### config.mk
export PLATFORM = sky130hd
export DESIGN_NAME = sevenseg_scan_ctrl
export DESIGN_NICKNAME = d
export VERILOG_FILES = /design/src/rtl/sevenseg_scan_ctrl.sv
export SDC_FILE = /design/constraint.sdc
export NUM_CORES = 1
export LEC_CHECK = 0
export CELL_PAD_IN_SITES_DETAIL_PLACEMENT = 1
export CELL_PAD_IN_SITES_GLOBAL_PLACEMENT = 1
export CORE_ASPECT_RATIO = 0.9
export CORE_MARGIN = 1
export CORE_UTILIZATION = 45
export DETAILED_ROUTE_END_ITERATION = 10
export PLACE_DENSITY = 0.79
export SLEW_MARGIN = 20
export SYNTH_ARGS = -nofsm -noshare
export SYNTH_HDL_FRONTEND = slang
export SYNTH_SLANG_ARGS = --single-unit
### constraint.sdc
create_clock -name clk -period 2.8 [get_ports clk]
set_input_delay 0.28 -clock clk [delete_from_list [all_inputs] [get_ports clk]]
set_output_delay 0.28 -clock clk [all_outputs]
set_load 0.03 [all_outputs]
### src/rtl/sevenseg_scan_ctrl.sv
// Scan controller that time-multiplexes NUM_DIGITS common-anode digits through one shared 7-segment decoder.
// Define SEVENSEG_BLANK_EN to insert an all-dark BLANK_CYCLES gap after every digit's dwell.
module sevenseg_scan_ctrl #(
    parameter int NUM_DIGITS   = 4,
    parameter int DWELL_CYCLES = 50000,
    parameter int BLANK_CYCLES = 8
) (
    input  logic                    clk,
    input  logic                    rst_n,
    input  logic                    en,
    input  logic                    load_valid,
    input  logic [3*NUM_DIGITS-1:0] load_vals,
    output logic                    load_ready,
    output logic [2:0]              dec_val,
    output logic [NUM_DIGITS-1:0]   dig_sel,
    output logic                    frame_done,
    output logic [1:0]              dbg_state_o
);

    localparam int IW = $clog2(NUM_DIGITS);
`ifdef SEVENSEG_BLANK_EN
    localparam int PCOUNT = (DWELL_CYCLES > BLANK_CYCLES) ? DWELL_CYCLES : BLANK_CYCLES;
`else
    localparam int PCOUNT = DWELL_CYCLES;
`endif
    localparam int PW = $clog2(PCOUNT);

    localparam logic [PW-1:0] DWELL_LAST = PW'(DWELL_CYCLES - 1);
`ifdef SEVENSEG_BLANK_EN
    localparam logic [PW-1:0] BLANK_LAST = PW'(BLANK_CYCLES - 1);
`endif
    localparam logic [IW-1:0] IDX_LAST   = IW'(NUM_DIGITS - 1);

    typedef enum logic [1:0] {
        ST_IDLE  = 2'd0,
        ST_SHOW  = 2'd1,
        ST_BLANK = 2'd2
    } state_t;

    // Handshake: a frame transfers on the rising clk edge where load_valid and
    // load_ready are both 1; load_ready is 1 exactly when the pending buffer is empty.

    state_t                  state_q, state_d;
    logic [IW-1:0]           idx_q, idx_d;
    logic [PW-1:0]           presc_q, presc_d;
    logic [3*NUM_DIGITS-1:0] active_q, active_d;
    logic [3*NUM_DIGITS-1:0] pend_q, pend_d;
    logic                    pend_full_q, pend_full_d;
    logic                    load_ready_q, load_ready_d;
    logic [NUM_DIGITS-1:0]   dig_sel_q, dig_sel_d;
    logic [2:0]              dec_val_q, dec_val_d;
    logic                    frame_done_q, frame_done_d;

    logic advance;
    logic wrap;
    logic commit;
    logic capture;

    always_comb begin
        state_d      = state_q;
        idx_d        = idx_q;
        presc_d      = presc_q;
        frame_done_d = 1'b0;
        advance      = 1'b0;
        wrap         = 1'b0;

        case (state_q)
            ST_IDLE: begin
                idx_d   = '0;
                presc_d = '0;
                if (en) begin
                    state_d = ST_SHOW;
                end
            end
            ST_SHOW: begin
                if (!en) begin
                    state_d = ST_IDLE;
                    idx_d   = '0;
                    presc_d = '0;
                end else if (presc_q == DWELL_LAST) begin
`ifdef SEVENSEG_BLANK_EN
                    state_d = ST_BLANK;
                    presc_d = '0;
`else
                    advance = 1'b1;
`endif
                end else begin
                    presc_d = presc_q + PW'(1);
                end
            end
`ifdef SEVENSEG_BLANK_EN
            ST_BLANK: begin
                if (!en) begin
                    state_d = ST_IDLE;
                    idx_d   = '0;
                    presc_d = '0;
                end else if (presc_q == BLANK_LAST) begin
                    state_d = ST_SHOW;
                    advance = 1'b1;
                end else begin
                    presc_d = presc_q + PW'(1);
                end
            end
`endif
            default: begin
                state_d = ST_IDLE;
                idx_d   = '0;
                presc_d = '0;
            end
        endcase

        // Step to the next digit; the wrap back to digit 0 marks the frame boundary.
        if (advance) begin
            presc_d = '0;
            if (idx_q == IDX_LAST) begin
                idx_d = '0;
                wrap  = 1'b1;
            end else begin
                idx_d = idx_q + IW'(1);
            end
        end
        frame_done_d = wrap;
    end

    // Commit happens before capture: a full buffer is committed, an empty one may be filled.
    always_comb begin
        commit       = pend_full_q && (wrap || (state_q == ST_IDLE));
        capture      = load_valid && !pend_full_q;
        active_d     = commit ? pend_q : active_q;
        pend_d       = capture ? load_vals : pend_q;
        pend_full_d  = capture || (pend_full_q && !commit);
        load_ready_d = !pend_full_d;
    end

    // Outputs are derived from next-state values so they line up with the registered state.
    always_comb begin
        dig_sel_d = '0;
        dec_val_d = dec_val_q;
        if (state_d == ST_SHOW) begin
            for (int i = 0; i < NUM_DIGITS; i++) begin
                if (IW'(i) == idx_d) begin
                    dig_sel_d[i] = 1'b1;
                    dec_val_d    = active_d[3*i +: 3];
                end
            end
        end
    end

    always_ff @(posedge clk or negedge rst_n) begin
        if (!rst_n) begin
            state_q      <= ST_IDLE;
            idx_q        <= '0;
            presc_q      <= '0;
            active_q     <= '0;
            pend_q       <= '0;
            pend_full_q  <= 1'b0;
            load_ready_q <= 1'b1;
            dig_sel_q    <= '0;
            dec_val_q    <= '0;
            frame_done_q <= 1'b0;
        end else begin
            state_q      <= state_d;
            idx_q        <= idx_d;
            presc_q      <= presc_d;
            active_q     <= active_d;
            pend_q       <= pend_d;
            pend_full_q  <= pend_full_d;
            load_ready_q <= load_ready_d;
            dig_sel_q    <= dig_sel_d;
            dec_val_q    <= dec_val_d;
            frame_done_q <= frame_done_d;
        end
    end

    assign load_ready  = load_ready_q;
    assign dig_sel     = dig_sel_q;
    assign dec_val     = dec_val_q;
    assign frame_done  = frame_done_q;
    assign dbg_state_o = state_q;

    a_sel_onehot0: assert property (@(posedge clk) disable iff (!rst_n) $onehot0(dig_sel_q));
    a_params: assert property (@(posedge clk)
        (NUM_DIGITS >= 2) && (NUM_DIGITS <= 8) && (DWELL_CYCLES >= 2) && (BLANK_CYCLES >= 1));

endmodule
Fig. 1: gate-type map
Scale bar: 20 µm.
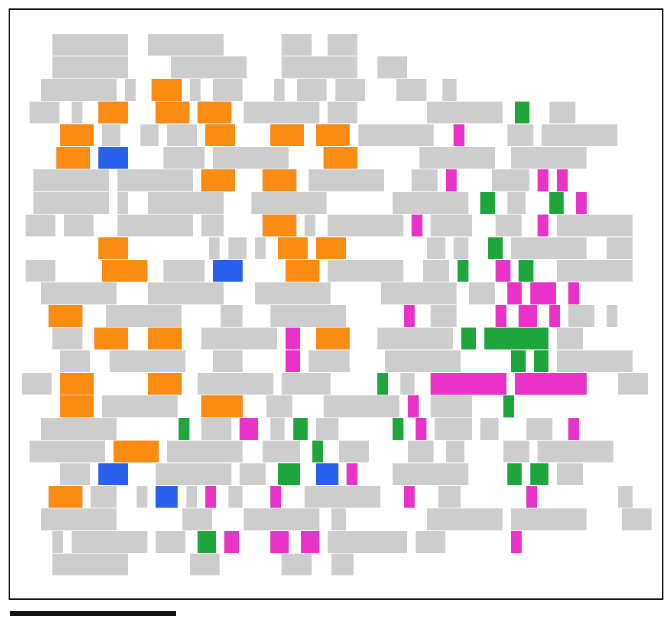
family	colour	cells
multiplexers	orange	28
NAND gates	green	20
NOR gates	magenta	32
AND-OR and OR-AND gates	blue	5

Fig. 2: close-up of the layout
Scale bar: 10 µm. Window x 38 to 78, y 0 to 40 µm. Cells in grey, sequential cells in the stronger grey; small squares are vias.
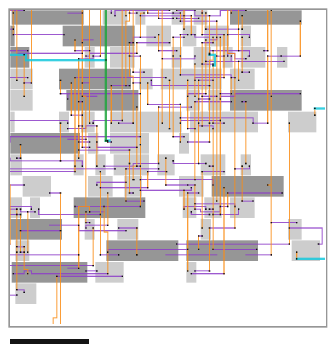
layer	colour
met4	green
met1	purple
met3	cyan
met2	orange
cells with their middle in the window	68
sequential cells in the window	13
most frequent	dfrtp_1 (12), nor2_1 (11), xnor2_1 (6)
netlist names of flops here include	`presc_q` (9)

Fig. 3: M1 wires
Scale bar: 20 µm. Supply wires on this layer in grey.
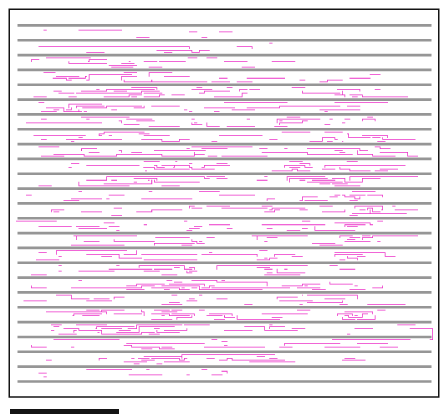
share of all routed wire	42%
longest straight run	27.6 µm
main direction	horizontal
wire length on this layer	2060 µm
met1 GRT Util: 23.91%
Routed WL: 4899 µm
DR vias: 1525

Fig. 4: routing congestion
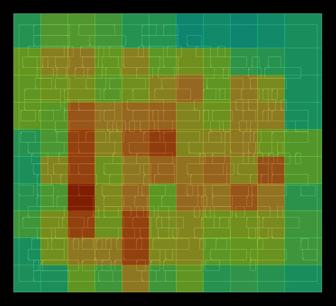
Total Routing Usage GR: 20.26%
gr busiest metal: met2
wire per inst: 17.01 µm
M3 GR Usage: 4.000%
Util after Layout: 56.44%

Fig. 5: the metal 3 layer
Scale bar: 20 µm. Cells faint in the background.
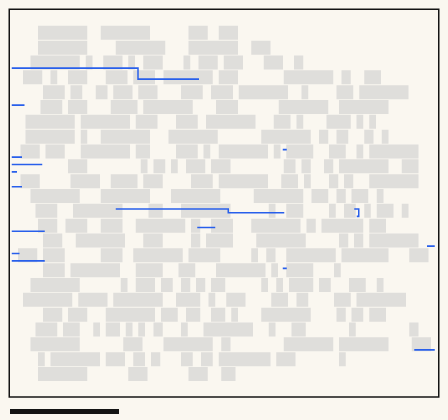
longest straight run	23.0 µm
share of all routed wire	2.1%
main direction	horizontal

==> results.ini <==
[power]
power_frac_clock_pct=23.0
power_mw=1.843
pwr-share-seq_pct=55.4
pg_comb_mw=0.398
p_clk_mw=0.423
ir_drop_v=0.0004271

[layout]
buffer_area_share_pct=10.56
clock_cell_area_share_pct=2.953

[synthesis]
topCellsByArea=dfrtp_1 56%, mux2_2 8.1%, nor2_1 3.2%
syn-instance-count=191
synthTopCellsByCount=53 x dfrtp_1, 20 x nor2_1, 17 x mux2_2, 11 x inv_1, 10 x nand3_1
ys_warn_count=0

[floorplanning]
chipWidth_um=78.48
rows=24
core_um2=4955

[worst_setup_path]
start_kind=flop
reg2reg_to=dec_val[0]
path_buffers=0

[final_timing]
postLayoutSetupSlackWorst_ps=156.9
finalSetupTns_ps=0

[placed_design]
dp_slack_ps=59.08

[detailed_routing]
dr_wl_met3_um=101
detail-route-antenna-nets=0
firstDrtPassIters=4

[outcome]
outcome=complete, no violations

[clock_tree]
cts_buffers=5

[global_routing]
overflow=0

layout by cell type (no fill, tap or decap), drive strengths merged, types with 2 or more instances in the layout:
master / n
a21oi: 3
a221o: 3
and3: 4
and3b: 2
buf: 5
clkbuf: 5
clkdlybuf4s50: 25
dfrtp: 53
ha: 2
inv: 12
mux2: 21
mux2i: 7
nand2: 6
nand3: 10
nand4: 2
nor2: 21
nor3: 5
nor4: 2
nor4b: 2
o21ai: 3
o22ai: 3
xnor2: 8
xor2: 5
state kept, by name, indices dropped and copies added (netlist names):
name         cells
pend_q          12
pend_full_q      1
load_ready       1
dig_sel          4
dbg_state_o      2
dec_val          3
presc_q         16
active_q        12
idx_q            2
frame_done       1
Power and IR drop assume default switching activity.
